===== config.mk =====
export PLATFORM = sky130hd
export DESIGN_NAME = fetch_stage
export DESIGN_NICKNAME = d
export VERILOG_FILES = /design/src/rtl/cpu_pkg.sv /design/src/rtl/dff.sv /design/src/rtl/ifid_reg.sv /design/src/rtl/fetch_stage.sv
export SDC_FILE = /design/constraint.sdc
export NUM_CORES = 1
export LEC_CHECK = 0
export CAP_MARGIN = 20
export CORE_ASPECT_RATIO = 0.75
export CORE_MARGIN = 10
export CORE_UTILIZATION = 43
export CTS_BUF_LIST = sky130_fd_sc_hd__clkbuf_2
export CTS_CLUSTER_DIAMETER = 150
export DETAILED_ROUTE_END_ITERATION = 8
export GPL_ROUTABILITY_DRIVEN = 1
export PLACE_DENSITY_LB_ADDON = 0.1
export SETUP_SLACK_MARGIN = 0.2
export SLEW_MARGIN = 25
export SYNTH_ARGS = -nofsm -noshare
export SYNTH_HDL_FRONTEND = slang
export SYNTH_HIERARCHICAL = 1
export SYNTH_SLANG_ARGS = --single-unit

===== constraint.sdc =====
create_clock -name clk -period 4.9 [get_ports clk]
set_input_delay 0.735 -clock clk [delete_from_list [all_inputs] [get_ports clk]]
set_output_delay 0.735 -clock clk [all_outputs]
set_load 0.005 [all_outputs]

===== src/rtl/cpu_pkg.sv =====
// Shared CPU types: PC/instruction widths, fetch FSM encoding,
// IF/ID bundle and the halt opcode.
package cpu_pkg;

    localparam int PC_W    = 16;
    localparam int INSTR_W = 16;

    localparam logic [3:0] HLT_OPCODE = 4'hF;

    typedef logic [PC_W-1:0]    pc_t;
    typedef logic [INSTR_W-1:0] instr_t;

    typedef enum logic [1:0] {
        S_FETCH  = 2'd0,
        S_DRAIN  = 2'd1,
        S_SKID   = 2'd2,
        S_HALTED = 2'd3
    } fetch_state_t;

    typedef struct packed {
        logic   valid;
        instr_t instr;
        pc_t    pc_plus2;
    } if_id_t;

    function automatic logic is_hlt(
        input instr_t     ins,
        input logic [3:0] op
    );
        return ins[INSTR_W-1 -: 4] == op;
    endfunction

endpackage


===== src/rtl/dff.sv =====
// Generic enable flop with synchronous active-high reset.
// Ports: clk, rst, en, d -> q (WIDTH bits, reset to RST_VAL).
module dff #(
    parameter int               WIDTH   = 1,
    parameter logic [WIDTH-1:0] RST_VAL = '0
) (
    input  logic             clk,
    input  logic             rst,
    input  logic             en,
    input  logic [WIDTH-1:0] d,
    output logic [WIDTH-1:0] q
);

    always_ff @(posedge clk) begin
        if (rst)
            q <= RST_VAL;
        else if (en)
            q <= d;
    end

endmodule


===== src/rtl/ifid_reg.sv =====
// IF/ID pipeline register built from dff cells.
// Ports: clk, rst, en (load d), clr (sync clear, beats en), d -> q.
module ifid_reg
    import cpu_pkg::*;
(
    input  logic   clk,
    input  logic   rst,
    input  logic   en,
    input  logic   clr,
    input  if_id_t d,
    output if_id_t q
);

    localparam int W = $bits(if_id_t);

    logic [W-1:0] d_vec;
    logic [W-1:0] q_vec;

    assign d_vec = clr ? '0 : d;

    dff #(
        .WIDTH   (W),
        .RST_VAL ('0)
    ) u_dff (
        .clk (clk),
        .rst (rst),
        .en  (en | clr),
        .d   (d_vec),
        .q   (q_vec)
    );

    assign q = q_vec;

endmodule


===== src/rtl/fetch_stage.sv =====
// Instruction fetch: FETCH/DRAIN/SKID/HALTED FSM, one-entry skid
// buffer for stalled responses and the IF/ID register.
// Ports: clk, rst; imem_req/addr out, imem_valid/data in;
// stall, redirect, redirect_pc in; ifid_* and fetch_halted out.
module fetch_stage #(
    parameter logic [cpu_pkg::PC_W-1:0] RESET_PC   = 16'h0000,
    parameter logic [3:0]               HLT_OPCODE = cpu_pkg::HLT_OPCODE
) (
    input  logic                          clk,
    input  logic                          rst,
    output logic                          imem_req,
    output logic [cpu_pkg::PC_W-1:0]      imem_addr,
    input  logic                          imem_valid,
    input  logic [cpu_pkg::INSTR_W-1:0]   imem_data,
    input  logic                          stall,
    input  logic                          redirect,
    input  logic [cpu_pkg::PC_W-1:0]      redirect_pc,
    output logic                          ifid_valid,
    output logic [cpu_pkg::INSTR_W-1:0]   ifid_instr,
    output logic [cpu_pkg::PC_W-1:0]      ifid_pc_plus2,
    output logic                          fetch_halted
);

    import cpu_pkg::*;

    fetch_state_t state_q;
    pc_t          pc_q;
    if_id_t       skid_q;
    if_id_t       ifid_q;
    if_id_t       ifid_d;
    logic         ifid_en;
    logic         ifid_clr;

    pc_t  pc_plus2;
    logic resp_hlt;
    logic skid_hlt;

    assign pc_plus2 = pc_q + 16'd2;
    assign resp_hlt = is_hlt(imem_data, HLT_OPCODE);
    assign skid_hlt = is_hlt(skid_q.instr, HLT_OPCODE);

    // Gated by rst so nothing is requested in the reset cycle.
    assign imem_req     = (state_q == S_FETCH) && !rst;
    assign imem_addr    = pc_q;
    assign fetch_halted = (state_q == S_HALTED);

    // When not stalled and nothing new arrives, downstream has
    // consumed the entry: drop valid, keep the payload.
    always_comb begin
        ifid_clr = redirect;
        ifid_en  = !stall;
        ifid_d   = ifid_q;
        ifid_d.valid = 1'b0;
        unique case (1'b1)
            (state_q == S_FETCH) && imem_valid: begin
                ifid_d.valid    = 1'b1;
                ifid_d.instr    = imem_data;
                ifid_d.pc_plus2 = pc_plus2;
            end
            (state_q == S_SKID): begin
                ifid_d = skid_q;
            end
            default: ;
        endcase
    end

    always_ff @(posedge clk) begin
        if (rst) begin
            state_q <= S_FETCH;
            pc_q    <= RESET_PC;
            skid_q  <= '0;
        end else if (redirect) begin
            pc_q   <= redirect_pc;
            skid_q <= '0;
            // A request still in flight must be drained first.
            if ((state_q == S_FETCH || state_q == S_DRAIN) && !imem_valid)
                state_q <= S_DRAIN;
            else
                state_q <= S_FETCH;
        end else begin
            unique case (state_q)
                S_FETCH: begin
                    if (imem_valid) begin
                        // HLT leaves pc on its own address.
                        if (!resp_hlt)
                            pc_q <= pc_plus2;
                        if (stall) begin
                            skid_q.valid    <= 1'b1;
                            skid_q.instr    <= imem_data;
                            skid_q.pc_plus2 <= pc_plus2;
                            state_q         <= S_SKID;
                        end else begin
                            state_q <= resp_hlt ? S_HALTED : S_FETCH;
                        end
                    end
                end
                S_SKID: begin
                    if (!stall) begin
                        skid_q  <= '0;
                        state_q <= skid_hlt ? S_HALTED : S_FETCH;
                    end
                end
                S_DRAIN: begin
                    if (imem_valid)
                        state_q <= S_FETCH;
                end
                S_HALTED: ;
                default: state_q <= S_FETCH;
            endcase
        end
    end

    ifid_reg u_ifid (
        .clk (clk),
        .rst (rst),
        .en  (ifid_en),
        .clr (ifid_clr),
        .d   (ifid_d),
        .q   (ifid_q)
    );

    assign ifid_valid    = ifid_q.valid;
    assign ifid_instr    = ifid_q.instr;
    assign ifid_pc_plus2 = ifid_q.pc_plus2;

endmodule


==> results.yml <==
# flow metrics
placed_design:
  dp_cells: 716
  dpl_cell_area_um2: 5280
  portBuffers: 87
  dp_hpwl_um: 8570
  dp_slack_ps: 1730
  gp_congestion: 0.832
global_route:
  grt_overflow: 0
  grt_start_max_net_pins: 62
  grt_pass1_wl_um: 19900
  first_global_vias: 3778
  antenna_found_initial: 0
  grt_use_total_pct: 16.6
synth:
  ys_sh_adder_pct: 1.69
  synth-area-yosys_um2: 4430
  yosysWarnings: 6
  yosysSeqAreaShare_pct: 37.9
  ys_cells: 532
  top_logic_kind: "simple AND/OR/NAND/NOR gates"
  ys_sh_simple_pct: 26.7
  synthesis.area_um2: 4430
  ys_sh_mux_pct: 7.67
  synthXorXnorAreaFrac_pct: 3.95
  fp_nets: 575
  synth.distinct_cells: 48
  edf_count: 0
  synthCells: 532
  synth-seq-cells: 84
  synth.avg_cell_area_um2: 8.34
  aoi_share_pct: 15.9
  yosys_most_used_dff: "dfxtp_1"
  synthArstFlopShare_pct: 0
detailed_routing:
  viasPerCell: 5.50
  drt-total-wl_um: 12400
  firstDrtPassIters: 5
  detail_route.wl_per_cell_um: 17.0
  postRouteAntennaNets: 0
  vias: 4023
  drt_iter0_drc: 256
  drc: 0
power_and_ir_drop:
  vdd_ir_drop_max_v: 0.000147
  power.internal_mw: 0.921
  leakagePower_nw: 2.04
  pwr-share-comb_pct: 23.6
  p_seq_share_pct: 54.3
  p_clk_share_pct: 22.2
  p_switching_mw: 0.453
  switching_share_pct: 33.0
  power_density_nw_per_um2: 256
finish:
  fin_nets: 634
  diodes: 0
  final_cells: 731
  fin_area_um2: 5370
  syn2layout_area_growth_pct: 21.0
  lay_top_count: "clkdlybuf4s50_1"
  mostFrequentLayoutCells: "clkdlybuf4s50_1, dfxtp_1, nor2_1"
  drive_gt1_share_pct: 5.04
final_timing:
  max_freq_mhz: 335
  maxSlewHeadroom_pct: 40.6
  fin_hold_ws_ps: 479
  post-route-period-util_pct: 60.9
  tns_ps: 0
  hold_viol: 0
  drv_slew: 0
  setup_slack_ps: 1920
  max_slew.worst_pin.slew_ps: 890
  fin_worst_skew_ps: 25.4
  setup_viol: 0
  rsz0062_at_grt: "false"
  min_period_ps: 2980
die:
  io_pins: 88
  fp_util_pct: 43.6
  die_y_um: 108
  core_um2: 10200
  rows: 32
  chip_area_um2: 14800
  die_x_um: 137
flow_run:
  warning_count: 30
  drv_cap: 0
critical_path:
  startpoint_type: "flip-flop"
  end_kind: "flip-flop"
  worstPathMaxFanout: 61
  worstSetupPathType: "reg2reg"
  cp_data_required_time_ps: 5400
  cp.arrival_ps: 3490
clock_tree:
  post-cts-setup-buffers: 0
  clock_latency_ps: 570
  cts_tree: "done"
  cts_root_buf: "clkbuf_2"
  cts_hold_buf: 0
  path_clk_slew_ps: 210
  cts_num_sinks: 84
  htreeDepth: 3
  cts_buffers: 9
  clockBufferDepth: 2
  ctsResizeCount: 0
worst_hold_path:
  hold_path.class: "reg2reg"
outcome:
  status: "finished, final reports clean"
## path summary, 6_finish.rpt
check	from	endpoint	slack [ps]	cells after the start
worst min register to register	skid_q[32]	skid_q[32]	480	2
worst max register to register	state_q[0]	skid_q[8]	1920	9
worst max-delay path	state_q[0]	skid_q[8]	1920	9
worst min-delay path	skid_q[32]	skid_q[32]	480	2
## per-stage QoR
| stage | total power, mW | utilization, % |
|---|---|---|
| 5_1_grt | 1.45 | 52.8 |
| 6_report | 1.37 | 52.8 |
| 3_5_place_dp | 1.08 | 51.9 |
| 2_1_floorplan | 0.956 | - |
| 3_3_place_gp | 1.08 | 51.9 |
| 4_1_cts | 1.39 | 52.7 |
## cells by family after synthesis
logic type	count (synthesis)
muxes	34
AOI/OAI and AO/OA	99
xor gates and xnor gates	20
buffers and inverters	53
DFF	84
and+or+nand+nor	236
adders and majority gates	6
## power groups by stage
stage | combinational, mW | clock [mW] | sequential [mW]
floorplan | 0.206 | 0 | 0.749
global placement | 0.319 | 0 | 0.758
detailed placement | 0.324 | 0 | 0.759
CTS | 0.325 | 0.314 | 0.746
global route | 0.358 | 0.336 | 0.752
finish | 0.324 | 0.305 | 0.746
## metal layers
metal / vias to the layer above / wire (µm) / GRT usage (%)
li1: 1982 / - / -
met1: 1903 / 6020 / 22.8
met4: 0 / 85 / 4.13
met5: - / 0 / 0
met2: 130 / 5250 / 24.5
met3: 8 / 1070 / 5.70
## state kept, by name, summed over array words and instances, names as in the netlist
register and cells:
u_ifid/u_dff/q 33, state_q 2, skid_q 33, imem_addr 16
## synthesized netlist by cell type, types with 8 or more instances
cell type / instances / share of area, %
nor2b_1: 34 / 4.8
nand3_1: 10 / 1.1
a22oi_1: 23 / 3.9
mux2i_1: 34 / 7.7
o21ai_0: 11 / 1.2
inv_1: 8 / 0.68
dfxtp_1: 84 / 38
nand4_1: 9 / 1.3
clkbuf_1: 33 / 2.8
o2bb2ai_1: 10 / 2.0
xor2_1: 10 / 2.0
nor3b_1: 20 / 3.4
a21oi_1: 22 / 2.5
a311oi_1: 8 / 1.6
nand2_1: 53 / 4.5
xnor2_1: 10 / 2.0
nor2_1: 79 / 6.7
## worst max-delay path: stages, from the launching register on
cell and delay [ps]:
dfxtp_1 390, inv_1 90, ha_2 170, buf_4 500, nand4b_1 200, buf_4 300
o31a_1 190, buf_4 280, nor2b_1 630, o2bb2ai_1 180
## layout make-up
type                    instances  area (µm²)
clock buffers                  10        50.0
clock inverters                 5        30.0
fillers                      1014        4800
inverters                       8        30.0
multi-input cells             395        2490
flip-flops and latches         84        1680
well taps                     136         170
repair buffers                 93         911
Figure 1. Signal metal coverage by tile.
The die is cut into 27 by 22 equal tiles; dark blue is low, red is high, scaled to the fullest tile. Values are wire area over tile area, all layers added.
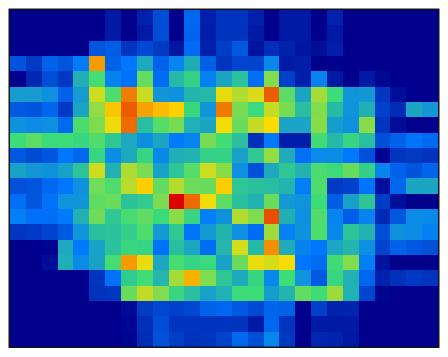
The fullest tile reaches 0.51. The emptiest ninth of the die: top right. 21% of the tiles are nearly empty.

Figure 2. Cells by drive strength.
Bar = 50 µm.
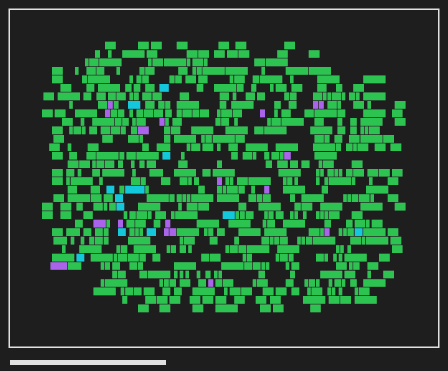
Key: purple = _2 cells [cells 18, most used clkbuf_2]; cyan = _3 and _4 cells [cells 12, most used buf_4]; green = _0 and _1 cells [cells 565, most used clkdlybuf4s50_1]

Figure 3. Cell placement.
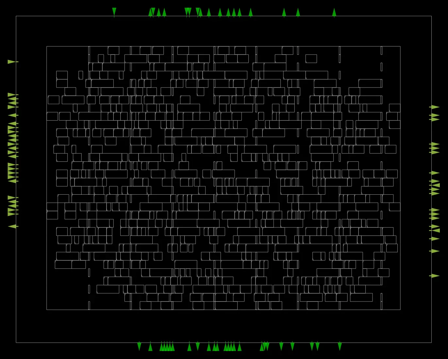
num sequential: 84
Tap Count: 136
Filler cells: 1014

Figure 4. Clock distribution.
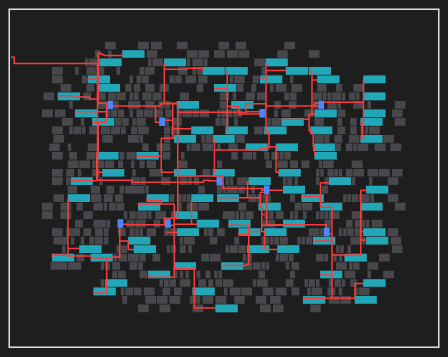
Key: cyan = flip-flops [count 84]; blue = clock drivers [count 9]; red = clock wires [length 1090 µm]
There are 10 routed clock nets.

Power figures rest on the tool's default switching activity, not on a simulated workload.
